===== src/rtl/ard_frame_rx.sv =====
// Oversampling serial receiver: start bit, FRAME_BITS data bits LSB-first, even parity, stop bit.
// Presents a parallel frame only when start, parity and stop are all good.
module ard_frame_rx #(
    parameter int FRAME_BITS = 48,
    parameter int BIT_PERIOD = 16
) (
    input  logic                  clk,
    input  logic                  reset,
    input  logic                  dataIn,
    output logic [FRAME_BITS-1:0] frame,
    output logic                  frameValid,
    output logic                  frameError,
    output logic                  busy
);

    localparam int TW = (BIT_PERIOD > 1) ? $clog2(BIT_PERIOD) : 1;
    localparam logic [TW-1:0] TIMER_ONE = TW'(1);
    localparam logic [TW-1:0] HALF_LAST = TW'(BIT_PERIOD / 2 - 1);
    localparam logic [TW-1:0] FULL_LAST = TW'(BIT_PERIOD - 1);
    localparam logic [5:0]    LAST_BIT  = 6'(FRAME_BITS - 1);

    typedef enum logic [2:0] {
        IDLE,
        START,
        DATA,
        PARITY,
        STOP,
        WAIT_IDLE
    } state_t;

    state_t                  stateReg;
    logic                    syncMeta;
    logic                    s;
    logic                    sD;
    logic [TW-1:0]           bitTimerReg;
    logic [5:0]              bitCountReg;
    logic [FRAME_BITS-1:0]   shiftReg;
    logic                    parityBadReg;

    // Synchronizer and edge-detect history idle high so reset never looks like a start edge.
    always_ff @(posedge clk or negedge reset) begin
        if (!reset) begin
            syncMeta <= 1'b1;
            s        <= 1'b1;
            sD       <= 1'b1;
        end else begin
            syncMeta <= dataIn;
            s        <= syncMeta;
            sD       <= s;
        end
    end

    always_ff @(posedge clk or negedge reset) begin
        if (!reset) begin
            stateReg     <= IDLE;
            bitTimerReg  <= '0;
            bitCountReg  <= '0;
            shiftReg     <= '0;
            parityBadReg <= 1'b0;
            frame        <= '0;
            frameValid   <= 1'b0;
            frameError   <= 1'b0;
            busy         <= 1'b0;
        end else begin
            frameValid  <= 1'b0;
            frameError  <= 1'b0;
            bitTimerReg <= (bitTimerReg == FULL_LAST) ? '0 : bitTimerReg + TIMER_ONE;

            case (stateReg)
                IDLE: begin
                    bitTimerReg <= '0;
                    bitCountReg <= '0;
                    if (sD && !s) begin
                        stateReg <= START;
                        busy     <= 1'b1;
                    end
                end

                // Half a bit after the falling edge lands in the start-bit centre.
                START: begin
                    if (bitTimerReg == HALF_LAST) begin
                        bitTimerReg <= '0;
                        bitCountReg <= '0;
                        if (s) begin
                            stateReg <= IDLE;
                            busy     <= 1'b0;
                        end else begin
                            stateReg <= DATA;
                        end
                    end
                end

                DATA: begin
                    if (bitTimerReg == FULL_LAST) begin
                        shiftReg <= {s, shiftReg[FRAME_BITS-1:1]};
                        if (bitCountReg == LAST_BIT) begin
                            stateReg    <= PARITY;
                            bitCountReg <= '0;
                        end else begin
                            bitCountReg <= bitCountReg + 6'd1;
                        end
                    end
                end

                PARITY: begin
                    if (bitTimerReg == FULL_LAST) begin
                        parityBadReg <= (^shiftReg) ^ s;
                        stateReg     <= STOP;
                    end
                end

                STOP: begin
                    if (bitTimerReg == FULL_LAST) begin
                        if (s) begin
                            stateReg <= IDLE;
                            busy     <= 1'b0;
                            if (parityBadReg) begin
                                frameError <= 1'b1;
                            end else begin
                                frame      <= shiftReg;
                                frameValid <= 1'b1;
                            end
                        end else begin
                            frameError <= 1'b1;
                            stateReg   <= WAIT_IDLE;
                        end
                    end
                end

                // A line stuck low after a framing error must rise before we rearm.
                WAIT_IDLE: begin
                    bitTimerReg <= '0;
                    if (s) begin
                        stateReg <= IDLE;
                        busy     <= 1'b0;
                    end
                end

                default: begin
                    stateReg <= IDLE;
                    busy     <= 1'b0;
                end
            endcase
        end
    end

endmodule


===== config.mk =====
export PLATFORM = sky130hd
export DESIGN_NAME = ard_frame_rx
export DESIGN_NICKNAME = d
export VERILOG_FILES = /design/src/rtl/ard_frame_rx.sv
export SDC_FILE = /design/constraint.sdc
export NUM_CORES = 1
export LEC_CHECK = 0
export CORE_MARGIN = 2
export CORE_UTILIZATION = 59
export DETAILED_ROUTE_END_ITERATION = 8
export PLACE_DENSITY = 0.79
export SYNTH_ARGS = -nofsm -noshare
export SYNTH_HDL_FRONTEND = slang
export SYNTH_SLANG_ARGS = --single-unit

===== constraint.sdc =====
create_clock -name clk -period 3.1 [get_ports clk]
set_input_delay 0.62 -clock clk [delete_from_list [all_inputs] [get_ports clk]]
set_output_delay 0.62 -clock clk [all_outputs]
set_load 0.02 [all_outputs]

### Sequential cells colored by netlist name, run 1

(4 px per um)
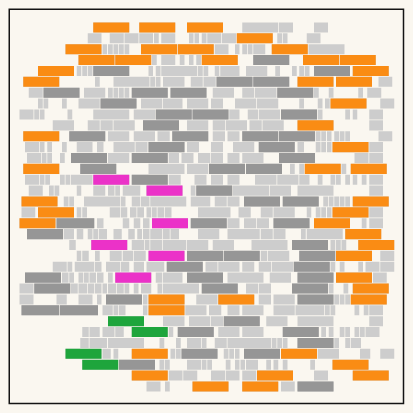
green -> `bitTimerReg`  # sequential cells 4, where bottom left
magenta -> `bitCountReg`  # sequential cells 6
orange -> `frame`  # sequential cells 48, where spread over the die
not colored = 58

### Gate-type map, run 1

(4 px per um)
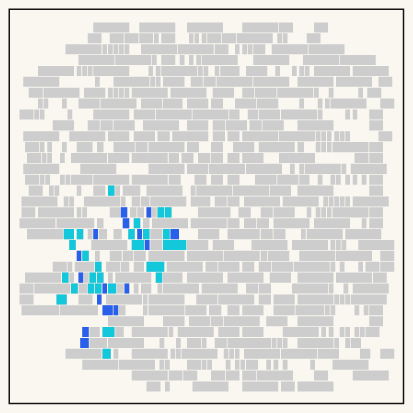
blue -> NOR gates  # cells 16
cyan -> inverting AOI/OAI gates  # cells 26

### Port wiring, run 1

(4 px per um)
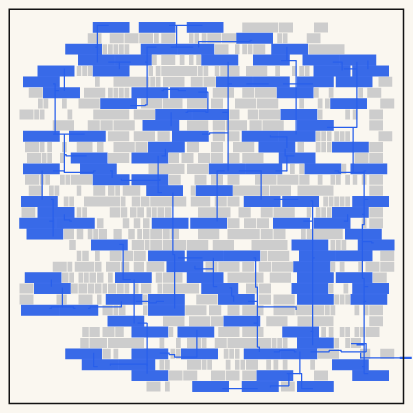
blue -> `reset`  # bits 1, direction input, edge right, end cells 116, buffers 3, wire 743 um

==> summary.txt, run 1 <==
Entry: Yosys synthesis followed by OpenROAD place and route.

Synthesis:
- In the Yosys report the total cell count is 453.
- The run puts the xor/xnor cell area share of the yosys netlist at 0.0822.
- The synthesis report lists the most area-consuming cells as sky130_fd_sc_hd__dfrtp_1 54%, sky130_fd_sc_hd__mux2_4 13%, sky130_fd_sc_hd__nand2_1 11%, sky130_fd_sc_hd__xnor2_1 6.2%, sky130_fd_sc_hd__buf_12 1.5%.
- The run gives the number of synthesis warnings as 0.
- Synthesis inferred 116 register bits.
- Measured against the total synthesized area, the mux share comes to 0.139.
- The synthesis run shows the most used standard cells to be 155 x sky130_fd_sc_hd__nand2_1, 113 x sky130_fd_sc_hd__dfrtp_1, 47 x sky130_fd_sc_hd__mux2_4, 37 x sky130_fd_sc_hd__xnor2_1, 13 x sky130_fd_sc_hd__o21ai_0.
- The mapped netlist covers 0.00524 sq mm.
- Sorting the Yosys area breakdown by cell type puts at the top sky130_fd_sc_hd__dfrtp_1.
- When the netlist entered floorplanning its net count stood at 458.
- The run gives the number of cells produced by synthesis as about 450.
- The synthesized design contains 0 enable-type register cells.
- Yosys instantiated no cell more often than sky130_fd_sc_hd__nand2_1.
- The run gives the share of Yosys cell area claimed by the top area cell type as 0.540.
- The cell-mix breakdown from Yosys lists the compound-gate area share as 0.0378.
- In this run, the synthesized area fraction spent on and/or/nand/nor cells is recorded as 0.146.
- Looking at the cell usage after synthesis, the top flip-flop cell is sky130_fd_sc_hd__dfrtp_1.
- In this run the mean area of a mapped cell was 11.6 sq um.
- The run puts the share of synthesized area occupied by flip-flops and latches at 0.555.
- Per the synthesis report, the number of distinct cell types is 42.
- The run gives the async set or reset register ratio after synthesis as 1.00.

Timing:
- Post-route period utilization is reported as 0.771.
- The run gives the minimum clock period as 2390 ps.
- The run puts the number of hold-slack violations in the final timing report at 0.
- The run gives the minimum setup slack in the final design as 711 ps.
- Looking at the max-slew report, the worst-margin pin has a slew of 887 ps.
- The run puts the relative max-transition margin at 0.409.
- Setup repair after global routing left no endpoint under its margin.
- The run gives the summed negative setup slack over all endpoints as 0 ps.
- Derived from the worst setup path, the maximum achievable clock frequency is 0.419 GHz.
- The run gives the setup clock skew after layout as 9.73 ps.

Run status:
- The run finished with clean final reports.

Placed design:
- The run puts the placement-stage cell area at 0.00578 sq mm.
- The pre-CTS setup check shows a worst slack of around 760 ps.

Finish:
- The finished layout holds 631 standard cells, fillers aside.
- The run puts the register cell area after layout at a little under 0.003 sq mm.
- The run gives the proportion of layout cells with a drive suffix above 1 as 0.184.
- The run puts the area of combinational cells with multiple inputs at between 0.002 and 0.0025 sq mm.
- From synthesis to final layout, the design area changed by 20.9%.
- The run gives the net count of the finished layout as 515.
- At the end of the flow the core is filled with cells to 0.729.
- The library cell used most frequently in the layout, excluding fill and tap cells, is sky130_fd_sc_hd__nand2_1.
- Leaving out fill and tap cells, the most frequent cells in the layout are 155 x sky130_fd_sc_hd__nand2_1, 113 x sky130_fd_sc_hd__dfrtp_1, 52 x sky130_fd_sc_hd__clkdlybuf4s50_1.
- The run gives the fill cell total of the finished layout as 584.

Pwr:
- The run gives the part of the power in combinational logic as 0.233.
- The run puts the power spent charging and discharging nets at about 0.0013 W.
- The run gives the total power divided by cell area as roughly 740 mW/mm^2.
- The run gives the clock power share as 0.380.
- The run gives the post-route total power as 0.00467 W.
- Of the total power, registers draw 0.387.
- The run puts the worst vdd rail ir drop at 0.000626 V.

CTS:
- The run gives the CTS buffer count as 17.
- The run puts the H-tree depth at 4.
- Gates resized during post-CTS repair numbered 0.
- The run gives the deepest clock path buffer count as 2.
- The run gives the clock sink count as roughly 120.
- The run gives the number of buffers added for setup after CTS as 0.
- The run puts the post-cts hold-fix buffer tally at 0.
- On the worst setup and hold paths after CTS, the clock-pin slew comes to 60 ps.

Min path:
- The run gives the class of the worst hold path as in2async.

Setup path:
- The run gives the start-to-end type of the worst setup path as reg2reg.
- The run gives the maximum fanout count along the critical path as 51.
- The worst setup path is launched from a flip-flop.

Detailed routing:
- The run puts the detailed-route vias per instance at 5.21.
- The run puts the count of vias placed by the detailed router at 3,288.
- After detailed routing, the average wire length per cell comes to 15.2 um.
- Detailed-route iteration 0 reported a violation count of 126.
- In the log, the iteration count for the first detailed-route pass is 4.
- Per the post-route antenna check, the number of violating nets is 0.

Floorplanning:
- The run gives the core area as 0.00868 sq mm.
- The initial utilization of the core area, before any placement, comes to 0.603.
- The run gives the vertical die dimension as 98.2 um.
- The run gives the horizontal die size as 98.2 um.
- During I/O placement, the number of pins put on the boundary was roughly 54.
- The run gives the row count as 34.

GRT:
- The first global-routing pass estimated 16.7 mm of wire.
- The run puts the remaining global-route overflow at 0.
- The run gives the total global routing track utilization as 0.218.

Flow run:
- The run puts the max capacitance violation total at 0.
==> run 1: final cells by class <==
class | count | area share
clock buffer | 23 | 0.0738
timing repair buffer | 59 | 0.0925
clock inverter | 9 | 0.0125
tap | 108 | 0.0214
sequential | 116 | 0.459
multi-input combinational | 314 | 0.339
inverter | 2 | 0.00119
==> run 1: worst max-delay path: stages, from the launching register on <==
cell,delay [ps]
sky130_fd_sc_hd__dfrtp_1,530
sky130_fd_sc_hd__mux2i_1,120
sky130_fd_sc_hd__a31oi_1,310
sky130_fd_sc_hd__or3_2,180
sky130_fd_sc_hd__buf_4,670
sky130_fd_sc_hd__mux2_2,410
==> run 1: worst paths after layout <==
kind	from	to	slack (ps)	cells past startpoint
setup / recovery	stateReg[1]	shiftReg[38]	710	5
hold / removal	reset	shiftReg[8]	140	1
setup reg to reg	stateReg[1]	shiftReg[38]	710	5
max in group asynchronous	reset	frame[24]	2240	2
min in group clk	syncMeta	s	350	0
hold reg to reg	syncMeta	s	350	0
==> run 1: per-layer routing <==
layer	track usage	vias to the layer above	wire length [um]
li1	-	1590	-
met1	0.295	1613	4420
met2	0.339	71	4620
met3	0.0616	14	383
met4	0.0864	0	148
met5	0	-	0
==> run 1: power by group through the flow <==
stage               clock (W)  sequential [W]  combinational, W
detailed placement          0         0.00183           0.00109
floorplan                   0         0.00177           0.00106
finish                0.00177         0.00181           0.00109
global placement            0         0.00181           0.00107
global route          0.00188         0.00183           0.00119
CTS                   0.00181         0.00180           0.00110
==> run 1: sequential cells by signal, indices dropped and copies added (netlist names) <==
| register | cells |
|---|---|
| stateReg | 3 |
| sD | 1 |
| bitCountReg | 6 |
| shiftReg | 48 |
| frameValid | 1 |
| parityBadReg | 1 |
| frameError | 1 |
| bitTimerReg | 4 |
| s | 1 |
| busy | 1 |
| syncMeta | 1 |
| frame | 48 |
==> run 1 -> run 2 <==
- CORE_UTILIZATION: 59 -> 57
- PLACE_DENSITY: 0.79 -> 0.77
- clock period: 3.1 -> 2.5 ns (I/O delays scaled with it)
==> run 2 against run 1 <==
Area after synthesis unchanged; combinational power increased by 23%; first-iteration DRC count unchanged; total power increased by 25%; register-to-register slack got worse by 400 ps; clock power increased by 28%; die size increased by 3.4%; sequential share of layout area decreased by 0.19 points; critical path depth unchanged; maximum frequency increased by 9.0%; sequential power increased by 23%; critical path type unchanged.
==> summary.txt, run 2 <==
Entry: Yosys synthesis followed by OpenROAD place and route.

Min path:
- The class of the worst hold path was in2async (unchanged).

Placed design:
- The run puts the placer congestion estimate at 0.826 (was 0.857).
- The placement-stage cell area is 0.00579 sq mm (was 0.00578 sq mm).
- The run gives the post-placement setup slack as 341 ps (was 755 ps).

Timing:
- The final worst-path cycle share is 0.877 (was 0.771).
- The run puts the relative max-transition margin at 0.609 (was 0.409).
- The summed negative setup slack over all endpoints is 0 ps (unchanged).
- The slew at the pin closest to its max-slew limit was 587 ps (was 887 ps).
- The run puts the setup clock skew after layout at 11.1 ps (was 9.73 ps).
- RSZ-0062 raised after global routing: no (unchanged).
- The run puts the number of hold-slack violations in the final timing report at 0 (unchanged).
- The run puts the minimum setup slack in the final design at 307 ps (was 711 ps).
- The top achievable clock speed is 0.456 GHz (was 0.419 GHz).
- The run puts the final count of pins violating max slew at 0 (unchanged).
- The minimum clock period is 2190 ps (was 2390 ps).

Flow run:
- The max capacitance violation total came to 0 (unchanged).

Synthesis:
- The cell type contributing the most total cell area after synthesis is sky130_fd_sc_hd__dfrtp_1 (unchanged).
- Top cells by instance count after synthesis: 155 x sky130_fd_sc_hd__nand2_1, 113 x sky130_fd_sc_hd__dfrtp_1, 47 x sky130_fd_sc_hd__mux2_4, 37 x sky130_fd_sc_hd__xnor2_1, 13 x sky130_fd_sc_hd__o21ai_0 (unchanged).
- The run puts the count of library flops with an enable pin at 0 (unchanged).
- The run gives the summed instance area of the synthesized netlist as 0.00524 sq mm (unchanged).
- The flip-flop cell with the highest count after synthesis is sky130_fd_sc_hd__dfrtp_1 (unchanged).
- The run puts the share of Yosys cell area claimed by the top area cell type at 0.540 (unchanged).
- The run gives the number of synthesis warnings as 0 (unchanged).
- The run puts the number of synthesized register bits at 116 (unchanged).
- The number of unique standard cell types used by synthesis is 42 (unchanged).
- The run puts the share of synthesized area occupied by flip-flops and latches at 0.555 (unchanged).
- The run gives the synthesized netlist net count as 458 (unchanged).
- The run gives the number of cells produced by synthesis as 453 (unchanged).
- The async set or reset register ratio after synthesis was 1.00 (unchanged).
- The most common cell in the netlist is sky130_fd_sc_hd__nand2_1 (unchanged).
- Most area-consuming cells after synthesis: sky130_fd_sc_hd__dfrtp_1 54%, sky130_fd_sc_hd__mux2_4 13%, sky130_fd_sc_hd__nand2_1 11%, sky130_fd_sc_hd__xnor2_1 6.2%, sky130_fd_sc_hd__buf_12 1.5% (unchanged).
- The run puts the average footprint of a synthesized cell at 11.6 sq um (unchanged).
- The run gives the count of instantiated cells in the yosys netlist as 453 (unchanged).

Detailed routing:
- The run puts the wire length per cell after detailed routing at 14.7 um (was 15.2 um).
- The run gives the count of vias placed by the detailed router as 3,280 (was 3,288).
- The run puts the violation count after the first detailed-route iteration at 126 (unchanged).
- The run gives the detailed-route vias per instance as 5.20 (was 5.21).
- The run puts the routed wire length at 9.27 mm (was 9.58 mm).
- The final antenna-violating net count is 0 (unchanged).
- The length of the first detailed-routing pass in iterations was 4 (unchanged).

Pwr:
- The run puts the part of the power in combinational logic at 0.229 (was 0.233).
- The run puts the switching fraction of total power at 0.271 (was 0.279).
- The run gives the group with the largest share of power as clock (was registers).
- The run gives the power attributed to sequential cells as 0.00223 W (was 0.00181 W).
- The run puts the power dissipated in combinational cells at 0.00134 W (was 0.00109 W).
- The run gives the worst vdd rail ir drop as 0.000743 V (was 0.000626 V).
- The clock power share was 0.389 (was 0.380).
- The sequential cell fraction of total power came to 0.382 (was 0.387).
- The run puts the clock network power consumption at 0.00227 W (was 0.00177 W).
- The total power divided by cell area is 918 mW/mm^2 (was 738 mW/mm^2).
- The run puts the power spent charging and discharging nets at 0.00158 W (was 0.00130 W).

Floorplanning:
- The die footprint came to 0.00997 sq mm (was 0.00964 sq mm).
- The run gives the row count as 34 (unchanged).
- The run gives the horizontal die size as 99.8 um (was 98.2 um).
- The run gives the core area as 0.00881 sq mm (was 0.00868 sq mm).
- The floorplan-stage core utilization was 0.594 (was 0.603).
- The vertical die dimension was 99.8 um (was 98.2 um).
- The run gives the number of top-level pins as 54 (unchanged).

Setup path:
- The run puts the maximum fanout count along the critical path at 51 (unchanged).
- The run gives the start-to-end type of the worst setup path as reg2reg (unchanged).
- The startpoint class of the critical path is a flip-flop (unchanged).

CTS:
- The run gives the clock slew seen by the registers of the worst setup and hold paths as 60 ps (about the same).
- The run puts the CTS buffer count at 17 (unchanged).
- The number of buffers added for setup after CTS is 0 (unchanged).
- The run gives the clock sink count as 116 (unchanged).
- The run gives the H-tree depth as 4 (unchanged).
- The run puts the post-cts hold-fix buffer tally at 0 (unchanged).
- The run gives the deepest clock path buffer count as 2 (unchanged).
- The total of cells resized after clock tree synthesis is 0 (unchanged).

Run status:
- Status: finished clean (unchanged).

Finish:
- Biggest registers after layout: frame: 48 flops, shiftReg: 48 flops, bitCountReg: 6 flops (unchanged).
- The run gives the most frequently placed logic cell in the final layout as sky130_fd_sc_hd__nand2_1 (unchanged).
- The utilization after layout was 0.722 (was 0.729).
- The run puts the net count of the finished layout at 515 (unchanged).
- Most numerous logic cells after layout: 155 x sky130_fd_sc_hd__nand2_1, 113 x sky130_fd_sc_hd__dfrtp_1, 52 x sky130_fd_sc_hd__clkdlybuf4s50_1 (unchanged).
- The run gives the cell area after layout as 0.00635 sq mm (was 0.00633 sq mm).
- The run gives the proportion of layout cells with a drive suffix above 1 as 0.184 (unchanged).
- The run gives the layout overhead on the synthesized area as 21.4% (was 20.9%).

GRT:
- The number of antenna violations at the first check in global routing came to 0 (unchanged).
- The run gives the global-route wire length before repair as 16.0 mm (was 16.7 mm).
- The run gives the total global routing track utilization as 0.206 (was 0.218).
- The run puts the remaining global-route overflow at 0 (unchanged).
run 2: cell type report:
type	instances	area [sq um]
multi-input cells	314	2150
repair buffers	59	598
clock inverters	10	106
flip-flops and latches	116	2910
inverters	2	7.51
well taps	108	135
clock buffers	22	453
fillers	604	2450
run 2: path summary, 6_finish.rpt:
check / from / to / slack (ps) / depth (start not counted)
worst max-delay path: stateReg[2] / shiftReg[23] / 310 / 5
worst min-delay path: reset / frame[8] / 70 / 2
worst max register to register: stateReg[2] / shiftReg[23] / 310 / 5
worst min register to register: syncMeta / s / 360 / 0
max in group asynchronous: reset / shiftReg[6] / 1990 / 2
min in group clk: syncMeta / s / 360 / 0
run 2: cells by family after synthesis:
kind of cell    share of synthesized area
fa+ha+maj                         0.00478
simple gates                        0.146
xor+xnor                           0.0822
buf+inv                            0.0349
flops                               0.555
mux                                 0.139
compound gates                     0.0378
run 2: critical path, stage by stage, from the launching register on:
cell and delay, ps:
sky130_fd_sc_hd__dfrtp_1 500, sky130_fd_sc_hd__nand2b_4 230, sky130_fd_sc_hd__or2_4 250, sky130_fd_sc_hd__or3_2 480, sky130_fd_sc_hd__buf_12 240, sky130_fd_sc_hd__mux2_4 340
run 2: through the flow:
step                hold WS (ps)  std cells  power [W]
detailed placement           348        599    0.00360
floorplan                    204        453    0.00350
CTS                         92.0        631    0.00587
global route                 100        631    0.00610
global placement             347        599    0.00357
finish                      68.2        631    0.00584
run 2: metal layers:
| metal | vias up | track usage | part of all wire |
|---|---|---|---|
| met2 | 71 | 0.304 | 0.47 |
| met1 | 1602 | 0.292 | 0.48 |
| met3 | 11 | 0.0606 | 0.040 |
| met5 | - | 0 | 0 |
| met4 | 0 | 0.0832 | 0.011 |
| li1 | 1596 | - | - |
### Local utilization, run 2

(3 px per um) The die is cut into 10 by 10 equal tiles; dark purple is low, yellow is high, 0 to 100% covered.
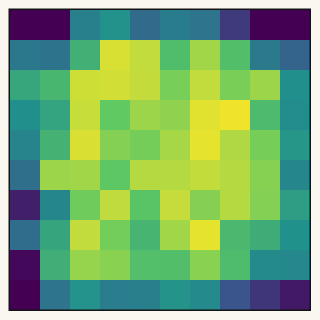
fullest tile = 98%
mean over tiles = 62%
densest ninth of the die = middle

### Gate-type map, run 2

(4 px per um)
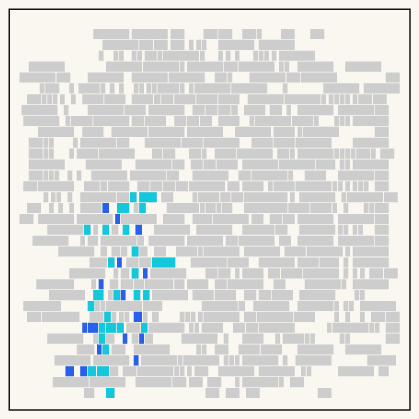
blue -> NOR gates  # cells 16, where bottom left
cyan -> inverting AOI/OAI gates  # cells 26

==> run 2 -> run 3 <==
- CORE_MARGIN: 2 -> 3
==> run 3 against run 2 <==
Clock skew down 5.0 ps; die size up 4.0%; non-clock buffer count up 2; worst hold slack better by 290 ps; largest cell class unchanged.
==> summary.txt, run 3 <==
Entry: Yosys synthesis followed by OpenROAD place and route.

GRT:
- The run puts the remaining global-route overflow at 0 (unchanged).
- The total global routing track utilization was 0.211 (was 0.206).
- The run gives the number of antenna violations at the first check in global routing as 0 (unchanged).
- The run gives the number of global-route vias before repair as 3,393 (was 3,299).
- The run gives the global-route wire length before repair as 16.8 mm (was 16.0 mm).
- The pin count of the biggest net entering global routing was 52 (was 117).

Floorplanning:
- The run puts the vertical die dimension at 102 um (was 99.8 um).
- The number of top-level pins is 54 (unchanged).
- The run puts the floorplan-stage core utilization at 0.594 (unchanged).
- The row count came to 34 (unchanged).
- The core area is 0.00881 sq mm (unchanged).
- The run puts the horizontal die size at 102 um (was 99.8 um).
- The die footprint came to 0.0104 sq mm (was 0.00997 sq mm).

Synthesis:
- The run gives the post-synth area from yosys stat as 0.00524 sq mm (unchanged).
- The cell type contributing the most total cell area after synthesis is sky130_fd_sc_hd__dfrtp_1 (unchanged).
- The summed instance area of the synthesized netlist was 0.00524 sq mm (unchanged).
- Top cells by instance count after synthesis: 155 x sky130_fd_sc_hd__nand2_1, 113 x sky130_fd_sc_hd__dfrtp_1, 47 x sky130_fd_sc_hd__mux2_4, 37 x sky130_fd_sc_hd__xnor2_1, 13 x sky130_fd_sc_hd__o21ai_0 (unchanged).
- The run puts the average footprint of a synthesized cell at 11.6 sq um (unchanged).
- The run gives the flip-flop cell with the highest count after synthesis as sky130_fd_sc_hd__dfrtp_1 (unchanged).
- The run gives the most common cell in the netlist as sky130_fd_sc_hd__nand2_1 (unchanged).
- The count of library flops with an enable pin is 0 (unchanged).
- The count of instantiated cells in the yosys netlist was 453 (unchanged).
- The async set or reset register ratio after synthesis was 1.00 (unchanged).
- Most area-consuming cells after synthesis: sky130_fd_sc_hd__dfrtp_1 54%, sky130_fd_sc_hd__mux2_4 13%, sky130_fd_sc_hd__nand2_1 11%, sky130_fd_sc_hd__xnor2_1 6.2%, sky130_fd_sc_hd__buf_12 1.5% (unchanged).
- The number of cells produced by synthesis was 453 (unchanged).
- The number of unique standard cell types used by synthesis came to 42 (unchanged).
- The run gives the synthesized netlist net count as 458 (unchanged).
- The run puts the share of synthesized area occupied by flip-flops and latches at 0.555 (unchanged).
- The run puts the number of synthesis warnings at 0 (unchanged).
- The share of Yosys cell area claimed by the top area cell type is 0.540 (unchanged).
- The run puts the number of synthesized register bits at 116 (unchanged).

Setup path:
- The cell class contributing the biggest share of worst-path delay is simple AND/OR/NAND/NOR gates (unchanged).
- The startpoint class of the critical path is a flip-flop (unchanged).
- The run gives the maximum fanout count along the critical path as 51 (unchanged).
- The run gives the required time at the endpoint of the critical path as 2890 ps (about the same).
- The start-to-end type of the worst setup path was reg2reg (unchanged).
- The type of element capturing the critical path was a flip-flop (unchanged).
- Series of cell instances along the critical path: nand2b_4, or2_4, or3_2, buf_12, mux2_4 (unchanged).
- The setup slack on the worst flop-to-flop path was 310 ps (about the same).
- The terminus of the critical flop-to-flop path is shiftReg[11] (was shiftReg[23]).
- The critical register-to-register path startpoint was stateReg[2] (unchanged).
- The run gives the master of the slowest instance on the critical path as sky130_fd_sc_hd__dfrtp_1 (unchanged).
- The run puts the number of buffers and inverters on the critical path at 1 (unchanged).
- The run puts the worst path arrival time at 2570 ps (was 2590 ps).
- The delay of the slowest critical-path stage is 500 ps (about the same).
- The cell depth of the worst flop-to-flop path was 5 (unchanged).

Finish:
- The run gives the most frequently placed logic cell in the final layout as sky130_fd_sc_hd__nand2_1 (unchanged).
- Biggest registers after layout: frame: 48 flops, shiftReg: 48 flops, bitCountReg: 6 flops (unchanged).
- The run gives the net count of the finished layout as 517 (was 515).
- Most numerous logic cells after layout: 155 x sky130_fd_sc_hd__nand2_1, 113 x sky130_fd_sc_hd__dfrtp_1, 52 x sky130_fd_sc_hd__clkdlybuf4s50_1 (unchanged).
- The proportion of layout cells with a drive suffix above 1 was 0.190 (was 0.184).
- The cell area after layout was 0.00645 sq mm (was 0.00635 sq mm).
- The run gives the layout overhead on the synthesized area as 23.2% (was 21.4%).
- The run puts the count of antenna diodes in the layout at 0 (unchanged).
- The run puts the final non-filler cell total at 633 (was 631).
- The run gives the utilization after layout as 0.732 (was 0.722).

Detailed routing:
- The number of design rule violations left after detail routing is 0 (unchanged).
- The run puts the wire length per cell after detailed routing at 15.4 um (was 14.7 um).
- The run puts the count of vias placed by the detailed router at 3,373 (was 3,280).
- The detailed-route vias per instance came to 5.33 (was 5.20).
- The run puts the length of the first detailed-routing pass in iterations at 5 (was 4).
- The violation count after the first detailed-route iteration came to 120 (was 126).
- The run gives the final antenna-violating net count as 0 (unchanged).
- The run gives the routed wire length as 9.78 mm (was 9.27 mm).

CTS:
- The run puts the post-cts hold-fix buffer tally at 1 (was 0).
- The run gives the cell at the root of the clock tree as sky130_fd_sc_hd__clkbuf_8 (unchanged).
- The H-tree depth came to 4 (unchanged).
- The total of cells resized after clock tree synthesis came to 0 (unchanged).
- The run puts the CTS buffer count at 17 (unchanged).
- The run gives the deepest clock path buffer count as 2 (unchanged).
- The insertion delay at the late pin of the worst-skew pair was 510 ps (about the same).
- The number of buffers added for setup after CTS came to 0 (unchanged).
- The TritonCTS clock tree is built (unchanged).
- The clock slew seen by the registers of the worst setup and hold paths is 50 ps (was 60 ps).

Placed design:
- The run gives the total half-perimeter wirelength after legalization and detailed placement as 6.04 mm (was 5.80 mm).
- The run gives the placer congestion estimate as 0.879 (was 0.826).
- The run gives the placement-stage cell area as 0.00581 sq mm (was 0.00579 sq mm).
- The post-placement setup slack came to 356 ps (was 341 ps).
- The number of instances in the placed design came to 600 (was 599).
- The run puts the total of buffers placed on input and output ports at 53 (unchanged).

Min path:
- In this run the most critical hold path is launched from syncMeta.
- For hold timing, the worst endpoint is s.
- The class of the worst hold path is reg2reg (was in2async).
- In the hold timing report, the worst path depth is 0.

Pwr:
- The run gives the total power divided by cell area as 947 mW/mm^2 (was 918 mW/mm^2).
- The post-route total power came to 0.00611 W (was 0.00584 W).
- The power attributed to sequential cells came to 0.00224 W (was 0.00223 W).
- The run puts the sequential cell fraction of total power at 0.367 (was 0.382).
- The run gives the clock network power consumption as 0.00251 W (was 0.00227 W).
- The run gives the group with the largest share of power as clock (unchanged).
- The power spent charging and discharging nets came to 0.00164 W (was 0.00158 W).
- The run gives the leakage power as 3.30 nW (was 3.26 nW).
- The run gives the internal cell power as 0.00446 W (was 0.00425 W).
- The run gives the switching fraction of total power as 0.269 (was 0.271).
- The power dissipated in combinational cells was 0.00136 W (was 0.00134 W).
- The run puts the part of the power in combinational logic at 0.223 (was 0.229).
- The run gives the worst vdd rail ir drop as 0.000854 V (was 0.000743 V).
- The run puts the clock power share at 0.410 (was 0.389).

Timing:
- The run gives the setup violation total in the final timing report as 0 (unchanged).
- The run gives the summed negative setup slack over all endpoints as 0 ps (unchanged).
- RSZ-0062 raised after global routing: no (unchanged).
- The minimum clock period was 2190 ps (about the same).
- The run puts the minimum setup slack in the final design at 312 ps (was 307 ps).
- The setup clock skew after layout was 6.11 ps (was 11.1 ps).
- The run gives the final count of pins violating max slew as 0 (unchanged).
- The run gives the final worst-path cycle share as 0.875 (was 0.877).
- The run puts the relative max-transition margin at 0.622 (was 0.609).
- The run puts the number of hold-slack violations in the final timing report at 0 (unchanged).
- The run gives the slew at the pin closest to its max-slew limit as 567 ps (was 587 ps).
- The run puts the final hold slack at 357 ps (was 68.2 ps).
- The top achievable clock speed came to 0.457 GHz (was 0.456 GHz).

Flow run:
- The run gives the max capacitance violation total as 0 (unchanged).
- The run gives the number of warning messages in the logs as 26 (was 28).

Run status:
- Status: finished clean (unchanged).
[run 3: cell count changes in the layout (fill, tap and decap cells not counted), sizes merged]
cell / previous run / this run
buf: 7 / 8
bufinv: 2 / 4
dlygate4sd3: 0 / 1
clkbuf: 22 / 19
clkinvlp: 1 / 2
[run 3: final cells by class]
| class | instances | area, sq um |
|---|---|---|
| Clock inverter | 13 | 181 |
| Tap cell | 108 | 135 |
| Inverter | 2 | 7.51 |
| Clock buffer | 19 | 442 |
| Fill cell | 599 | 2360 |
| Sequential cell | 116 | 2910 |
| Timing Repair Buffer | 61 | 628 |
| Multi-Input combinational cell | 314 | 2150 |
[run 3: routing by layer]
layer / global-route usage / up-vias / share of wire
met5: 0 / - / 0
met4: 0.0817 / 0 / 0.019
met3: 0.0642 / 15 / 0.036
met2: 0.324 / 80 / 0.49
met1: 0.287 / 1676 / 0.45
li1: - / 1602 / -
[run 3: worst max-delay path by stage]
stage | depth (start not counted) | from | to | slack (ps)
after global placement | 5 | stateReg[2] | shiftReg[24] | 400
after detailed placement | 5 | stateReg[2] | shiftReg[41] | 360
after floorplan | 6 | stateReg[2] | shiftReg[0] | 670
after global routing | 5 | stateReg[1] | shiftReg[38] | 210
final | 5 | stateReg[2] | shiftReg[11] | 310
after CTS | 5 | stateReg[2] | shiftReg[41] | 320
[run 3: logic make-up after synthesis]
group	share of synthesized area
AOI/OAI and AO/OA	0.0378
xor gates and xnor gates	0.0822
adders and majority gates	0.00478
buffers and inverters	0.0349
DFF	0.555
muxes	0.139
and+or+nand+nor	0.146
### Clock nets, run 3

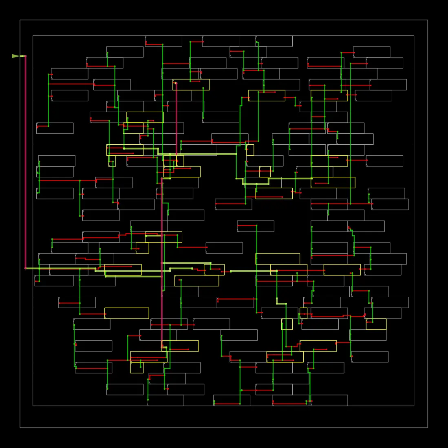
# clk buffers: 19
CTS sink cnt: 116

### Local utilization, run 3

(3 px per um) The die is cut into 10 by 10 equal tiles; dark purple is low, yellow is high, 0 to 100% covered.
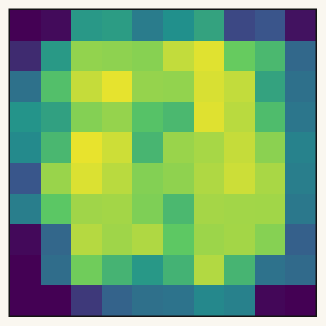
tiles over 75% full = 44%
nearly empty tiles = 6.0%
emptiest ninth of the die = bottom left

Power figures rest on the tool's default switching activity, not on a simulated workload.
